File: src/rtl/uart_pkg.sv
// uart_pkg: shared constants, state encoding and helpers for the UART Tx/Rx paths.
package uart_pkg;

    typedef enum logic [2:0] {
        IDLE,
        START,
        DATA,
        PARITY,
        STOP
    } uart_state_t;

`ifdef FORMAL
    localparam int CLOCKS_PER_BIT_DEF = 8;
`else
    localparam int CLOCKS_PER_BIT_DEF = 5000;
`endif

    function automatic int total_bits_in_uart(int data_width, int parity_enabled);
        return data_width + parity_enabled + 2;
    endfunction

    // Callers zero-extend the data word; padding zeros leave the XOR unchanged.
    function automatic logic parity_of(logic [63:0] data, logic odd);
        return (^data) ^ odd;
    endfunction

endpackage

File: src/rtl/uart_tx_if.sv
// uart_tx_if: valid/ready word handshake into the UART transmitter.
interface uart_tx_if #(
    parameter int W = 8
);

    logic [W-1:0] tx_data;
    logic         tx_valid;
    logic         tx_ready;

    modport master (output tx_data, output tx_valid, input tx_ready);
    modport slave  (input tx_data, input tx_valid, output tx_ready);

endinterface

File: src/rtl/uart_baud_counter.sv
// uart_baud_counter: counts 0..CLOCKS_PER_BIT-1, pulses tick on terminal count.
module uart_baud_counter #(
    parameter int CLOCKS_PER_BIT = 8
) (
    input  logic clk,
    input  logic rst_n,
    input  logic clear,
    output logic tick
);

    localparam int CW = (CLOCKS_PER_BIT > 1) ? $clog2(CLOCKS_PER_BIT) : 1;
    localparam logic [CW-1:0] LAST = CW'(CLOCKS_PER_BIT - 1);

    logic [CW-1:0] cnt;

    assign tick = !clear && (cnt == LAST);

    always_ff @(posedge clk) begin
        if (!rst_n || clear || tick) begin
            cnt <= '0;
        end else begin
            cnt <= cnt + CW'(1);
        end
    end

`ifdef FORMAL
    a_cnt_range: assert property (@(posedge clk) int'(cnt) < CLOCKS_PER_BIT);
`endif

endmodule

File: src/rtl/uart_tx.sv
// uart_tx: serial transmitter; start, LSB-first data, optional parity, stop.
module uart_tx
    import uart_pkg::*;
#(
    parameter int INPUT_DATA_WIDTH = 8,
    parameter int PARITY_ENABLED   = 1,
    parameter int PARITY_ODD       = 0,
    parameter int CLOCKS_PER_BIT   = CLOCKS_PER_BIT_DEF
) (
    input  logic     clk,
    input  logic     rst_n,
    uart_tx_if.slave tx,
    output logic     serial_out,
    output logic     tx_busy,
    output logic     tx_done
);

    localparam int W  = INPUT_DATA_WIDTH;
    localparam int BW = $clog2(W + 1);
    localparam logic [BW-1:0] LAST_BIT = BW'(W - 1);

    uart_state_t   state, state_d;
    logic [W-1:0]  shift, shift_d;
    logic [BW-1:0] bit_idx, bit_d;
    logic          par, par_d;
    logic          line_d;
    logic          done_d;
    logic          tick;

    assign tx.tx_ready = (state == IDLE);
    assign tx_busy     = (state != IDLE);

    uart_baud_counter #(
        .CLOCKS_PER_BIT(CLOCKS_PER_BIT)
    ) u_baud (
        .clk  (clk),
        .rst_n(rst_n),
        .clear(state == IDLE),
        .tick (tick)
    );

    always_ff @(posedge clk) begin
        if (!rst_n) begin
            state      <= IDLE;
            shift      <= '0;
            bit_idx    <= '0;
            par        <= 1'b0;
            serial_out <= 1'b1;
            tx_done    <= 1'b0;
        end else begin
            state      <= state_d;
            shift      <= shift_d;
            bit_idx    <= bit_d;
            par        <= par_d;
            serial_out <= line_d;
            tx_done    <= done_d;
        end
    end

    // line_d is the level of the next state, so serial_out stays a pure register.
    always_comb begin
        state_d = state;
        shift_d = shift;
        bit_d   = bit_idx;
        par_d   = par;
        line_d  = serial_out;
        done_d  = 1'b0;
        unique case (state)
            IDLE: begin
                line_d = 1'b1;
                if (tx.tx_valid) begin
                    state_d = START;
                    shift_d = tx.tx_data;
                    par_d   = parity_of(64'(tx.tx_data), 1'(PARITY_ODD));
                    line_d  = 1'b0;
                end
            end
            START: begin
                if (tick) begin
                    state_d = DATA;
                    bit_d   = '0;
                    line_d  = shift[0];
                end
            end
            DATA: begin
                if (tick) begin
                    if (bit_idx == LAST_BIT) begin
                        if (PARITY_ENABLED != 0) begin
                            state_d = PARITY;
                            line_d  = par;
                        end else begin
                            state_d = STOP;
                            line_d  = 1'b1;
                        end
                    end else begin
                        shift_d = shift >> 1;
                        bit_d   = bit_idx + BW'(1);
                        line_d  = shift_d[0];
                    end
                end
            end
            PARITY: begin
                if (tick) begin
                    state_d = STOP;
                    line_d  = 1'b1;
                end
            end
            STOP: begin
                if (tick) begin
                    state_d = IDLE;
                    done_d  = 1'b1;
                    line_d  = 1'b1;
                end
            end
            default: begin
                state_d = IDLE;
                line_d  = 1'b1;
            end
        endcase
    end

`ifdef FORMAL
    a_idle_line: assert property (@(posedge clk) disable iff (!rst_n)
        (state == IDLE) |-> serial_out);
    a_done_stop: assert property (@(posedge clk) disable iff (!rst_n)
        tx_done |-> ($past(state) == STOP));
    a_rdy_fall: assert property (@(posedge clk) disable iff (!rst_n)
        (tx.tx_valid && tx.tx_ready) |=> !tx.tx_ready);
`endif

endmodule
File: src/flat_wrapper.sv
// flat-port wrapper written by rule: the top's interface ports become plain ports
module uart_tx_flat import uart_pkg::*;
#(
    parameter int INPUT_DATA_WIDTH = 8,
    parameter int PARITY_ENABLED   = 1,
    parameter int PARITY_ODD       = 0,
    parameter int CLOCKS_PER_BIT   = CLOCKS_PER_BIT_DEF
)
  (clk, rst_n, serial_out, tx_busy, tx_done, tx_tx_data, tx_tx_valid, tx_tx_ready);
  uart_tx_if tx_i ();
  input  logic clk;
  input  logic rst_n;
  output logic serial_out;
  output logic tx_busy;
  output logic tx_done;
  input wire logic [$bits(tx_i.tx_data)-1:0] tx_tx_data;
  input wire logic [$bits(tx_i.tx_valid)-1:0] tx_tx_valid;
  output wire logic [$bits(tx_i.tx_ready)-1:0] tx_tx_ready;
  assign tx_i.tx_data = tx_tx_data;
  assign tx_i.tx_valid = tx_tx_valid;
  assign tx_tx_ready = tx_i.tx_ready;
  uart_tx #(.INPUT_DATA_WIDTH(INPUT_DATA_WIDTH), .PARITY_ENABLED(PARITY_ENABLED), .PARITY_ODD(PARITY_ODD), .CLOCKS_PER_BIT(CLOCKS_PER_BIT)) u_core (.clk(clk), .rst_n(rst_n), .tx(tx_i), .serial_out(serial_out), .tx_busy(tx_busy), .tx_done(tx_done));
endmodule
File: config.mk
export PLATFORM = sky130hd
export DESIGN_NAME = uart_tx_flat
export DESIGN_NICKNAME = d
export VERILOG_FILES = /design/src/rtl/uart_pkg.sv /design/src/rtl/uart_tx_if.sv /design/src/rtl/uart_baud_counter.sv /design/src/rtl/uart_tx.sv /design/src/flat_wrapper.sv
export SDC_FILE = /design/constraint.sdc
export NUM_CORES = 1
export LEC_CHECK = 0
export CORE_ASPECT_RATIO = 1.25
export CORE_MARGIN = 2
export CORE_UTILIZATION = 40
export CTS_CLUSTER_DIAMETER = 200
export CTS_CLUSTER_SIZE = 40
export DETAILED_ROUTE_END_ITERATION = 10
export GPL_ROUTABILITY_DRIVEN = 0
export SYNTH_ARGS = -nofsm -noshare
export SYNTH_HDL_FRONTEND = slang
export SYNTH_HIERARCHICAL = 1
export SYNTH_SLANG_ARGS = --single-unit
File: constraint.sdc
create_clock -name clk -period 4 [get_ports clk]
set_input_delay 0.8 -clock clk [delete_from_list [all_inputs] [get_ports clk]]
set_output_delay 0.8 -clock clk [all_outputs]
set_load 0.02 [all_outputs]
layer_met1.png
The bar under the picture is 20 um long. Supply wires on this layer in gray.
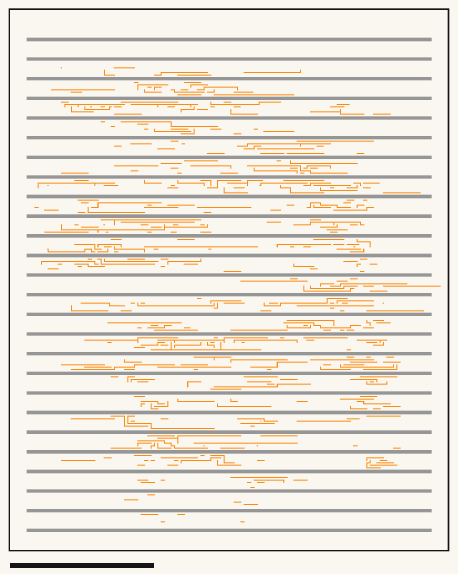
The layer holds 43% of the routed length. The wires run mostly horizontal. 180 nets have wire on it. The longest straight run is 15.6 um.

==> impl_metrics.csv <==
group,metric,value,unit
die,fp_util,42.0,%
placement,port-buffer-count,14,
worst_setup_path,worst_setup_path_end_kind,"register",
layout,final_net_count,199,
run_status,status,"finished, final reports clean",
detailed_routing,drtIter0Drc,48,
worst_setup_path,arrival,3240,ps
final_timing,finalCritPeriodShare,78.1,%
global_route,grt_overflow,0,
worst_setup_path,setup.worst_path.start_class,"register",
power_and_ir_drop,power_frac_seq,51.4,%
detailed_routing,routed_via_density,5.20,
global_route,grt.total_usage,15.7,%
final_timing,worst_slack,876,ps
clocking,clockRootBuffer,"clkbuf_8",
global_route,grt_busiest_layer,"met2",
global_route,antenna_found_initial,0,
layout,lay_top_cells,"dfxtp_1, nor2_1, xnor2_1",
die,io_pins,15,
synthesis,yosysChipArea,0.00160,mm2
synthesis,avgSynthCellArea,9.17,um2
clocking,cts_tree,"done",
clocking,cts_setup_buffers,0,
synthesis,top_cells_by_count,"dfxtp_1, nor2_1, xnor2_1",
layout,lay_top_count,"dfxtp_1",
run,maxCapViolations,0,
synthesis,ys_cells,175,
synthesis,synth_area,0.00160,mm2
clocking,clkLatencyLatePin,280,ps
final_timing,slew_viol_final,0,
detailed_routing,drtAntennaViolNets,0,
power_and_ir_drop,p_int,488,uW
global_route,gr-usage-met1,16.7,%
global_route,grt_pass1_wl,5280,um
die,num_rows,25,
clocking,cts_made_buffers,5,
worst_setup_path,critPathKind,"reg -> reg",
synthesis,ys.flops,31,
hold_path,hold_path.class,"reg -> reg",
synthesis,synthArstFlopShare,0,%
power_and_ir_drop,switching_power,145,uW
detailed_routing,firstDrtPassIters,4,
synthesis,syn_nets,188,
final_timing,rsz0062_at_grt,"no",
die,die_w,60.6,um
synthesis,synth-main-ff-cell,"dfxtp_1",
power_and_ir_drop,sw_frac_of_total,22.9,%
synthesis,topCellsByArea,"dfxtp_1, xnor2_1, mux2i_1",
layout,drive_above_1_share,7.53,%
power_and_ir_drop,clkPwrFrac,38.4,%
final_timing,worst_pin_slew,872,ps
worst_setup_path,critPathMaxFanout,14,
detailed_routing,vias,1248,
clocking,cts_sinks,31,
worst_setup_path,required,4120,ps
run,warnings,26,
clocking,cts_hold_buf,0,
global_route,grt_max_degree,21,
synthesis,edf_count,0,
layout,diodes,0,
detailed_routing,wire_per_inst,12.8,um
final_timing,min_period,3120,ps
worst_setup_path,critPathSlowestCell,"nor4_2",
final_timing,slew_headroom,41.4,%
power_and_ir_drop,ir_drop,209,uV
synthesis,synth_top_cell_by_area,"dfxtp_1",
power_and_ir_drop,p_per_area,345,mW/mm2
detailed_routing,drc,0,
final_timing,fmax,320,MHz
clocking,h-tree-depth,2,
synthesis,netlist.area_leader.share,38.7,%
power_and_ir_drop,p_leak,0.665,nW
final_timing,setup_viol,0,
synthesis,synth_cells,175,
placement,pre_cts_slack,874,ps
power_and_ir_drop,power,633,uW
placement,dp_hpwl,2240,um
layout,syn_to_final_growth,14.4,%
synthesis,yosysUniqueCellTypes,42,
final_timing,hold_viol_final,0,
final_timing,setup_tns,0,ps
final_timing,skew,5.95,ps
power_and_ir_drop,comb_power_share,10.2,%
synthesis,ys_seq_share,38.7,%
die,coreArea,0.00382,mm2
die,chipArea,0.00454,mm2
synthesis,top_cell,"dfxtp_1",
global_route,grt_use_met3,5.50,%
worst_setup_path,path_cells,"or3_1 -> inv_1 -> or4b_1 -> nor4_2 -> nand2_1 -> o32a_1 -> a211oi_1 -> a41oi_1",
clocking,ctsResizeCount,0,
die,die_h,74.8,um
clocking,cts.clk_slew.worst_paths,60,ps
synthesis,yosys_warnings,6,
worst_setup_path,max_stage_delay,670,ps
clocking,clockBufferDepth,2,
global_route,grt_pass1_vias,1241,
layer_met2.png
The bar under the picture is 20 um long.
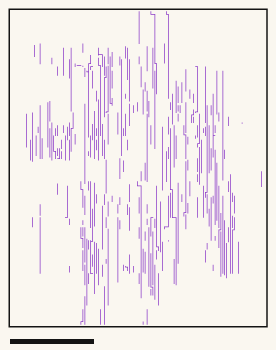
The wires run mostly vertical. The longest straight run is 26.5 um.
met2 Resource Use GR: 26.4%
Routed WL: 3080 um

-- final cells by class --
class	count	area (um2)
multi-input combinational	128	893
clock inverter	1	5.00
inverter	5	18.8
clock buffer	6	82.6
sequential	31	621
fill	401	1980
tap	54	67.6
timing repair buffer	15	148
-- layer usage --
metal | vias up | wire, um
met2 | 16 | 1570
met3 | 7 | 94
met4 | 0 | 87
met1 | 592 | 1330
li1 | 633 | -
met5 | - | 0
-- registers in the layout, summed over array words and instances, names as in the netlist --
name               cells
u_core/bit_idx         4
u_core/par             1
u_core/serial_out      1
u_core/shift           8
u_core/state           3
u_core/tx_done         1
u_core/u_baud/cnt     13
-- kinds of logic (layout without fill, tap and decap cells) --
| group | after synthesis | in the layout | synth area share [%] |
|---|---|---|---|
| and+or+nand+nor | 71 | 71 | 24.6 |
| DFF | 31 | 31 | 38.7 |
| AOI/OAI and AO/OA | 26 | 26 | 12.8 |
| xor gates and xnor gates | 19 | 19 | 10.4 |
| buffers and inverters | 16 | 27 | 5.62 |
| muxes | 10 | 10 | 6.32 |
| adders and majority gates | 2 | 2 | 1.56 |
-- path summary, 6_finish.rpt --
path	end	startpoint	slack, ps	cells past startpoint
max	u_core/serial_out	u_core/state[1]	880	8
min reg2reg	u_core/u_baud/cnt[0]	u_core/u_baud/cnt[0]	450	1
min	u_core/u_baud/cnt[0]	u_core/u_baud/cnt[0]	450	1
max reg2reg	u_core/serial_out	u_core/state[1]	880	8
-- metrics by stage --
step                      hold WS [ps]  cells  utilization (%)  cell area [um2]
after floorplan                    418    175                -             1600
after global placement             430    233             45.8             1750
after CTS                          450    240             48.1             1840
final                              446    240             48.1             1840
after global routing               493    240             48.1             1840
after detailed placement           437    233             45.8             1750
-- worst max-delay path: cells and delay by family, from the launching register on --
kind | cells | cell delay [ps]
AND-OR/OR-AND | 3 | 620
AND/OR/NAND/NOR | 4 | 1640
flip-flops | 1 | 610
buffers and inverters | 1 | 80
-- power by group through the flow --
| stage | clock network (mW) | registers (mW) | logic (mW) |
|---|---|---|---|
| floorplan | 0 | 0.330 | 0.0471 |
| global placement | 0 | 0.332 | 0.0636 |
| detailed placement | 0 | 0.332 | 0.0652 |
| CTS | 0.255 | 0.326 | 0.0653 |
| global route | 0.266 | 0.327 | 0.0712 |
| finish | 0.243 | 0.326 | 0.0643 |
No activity file was given, so power comes from the tool's default toggle rates.
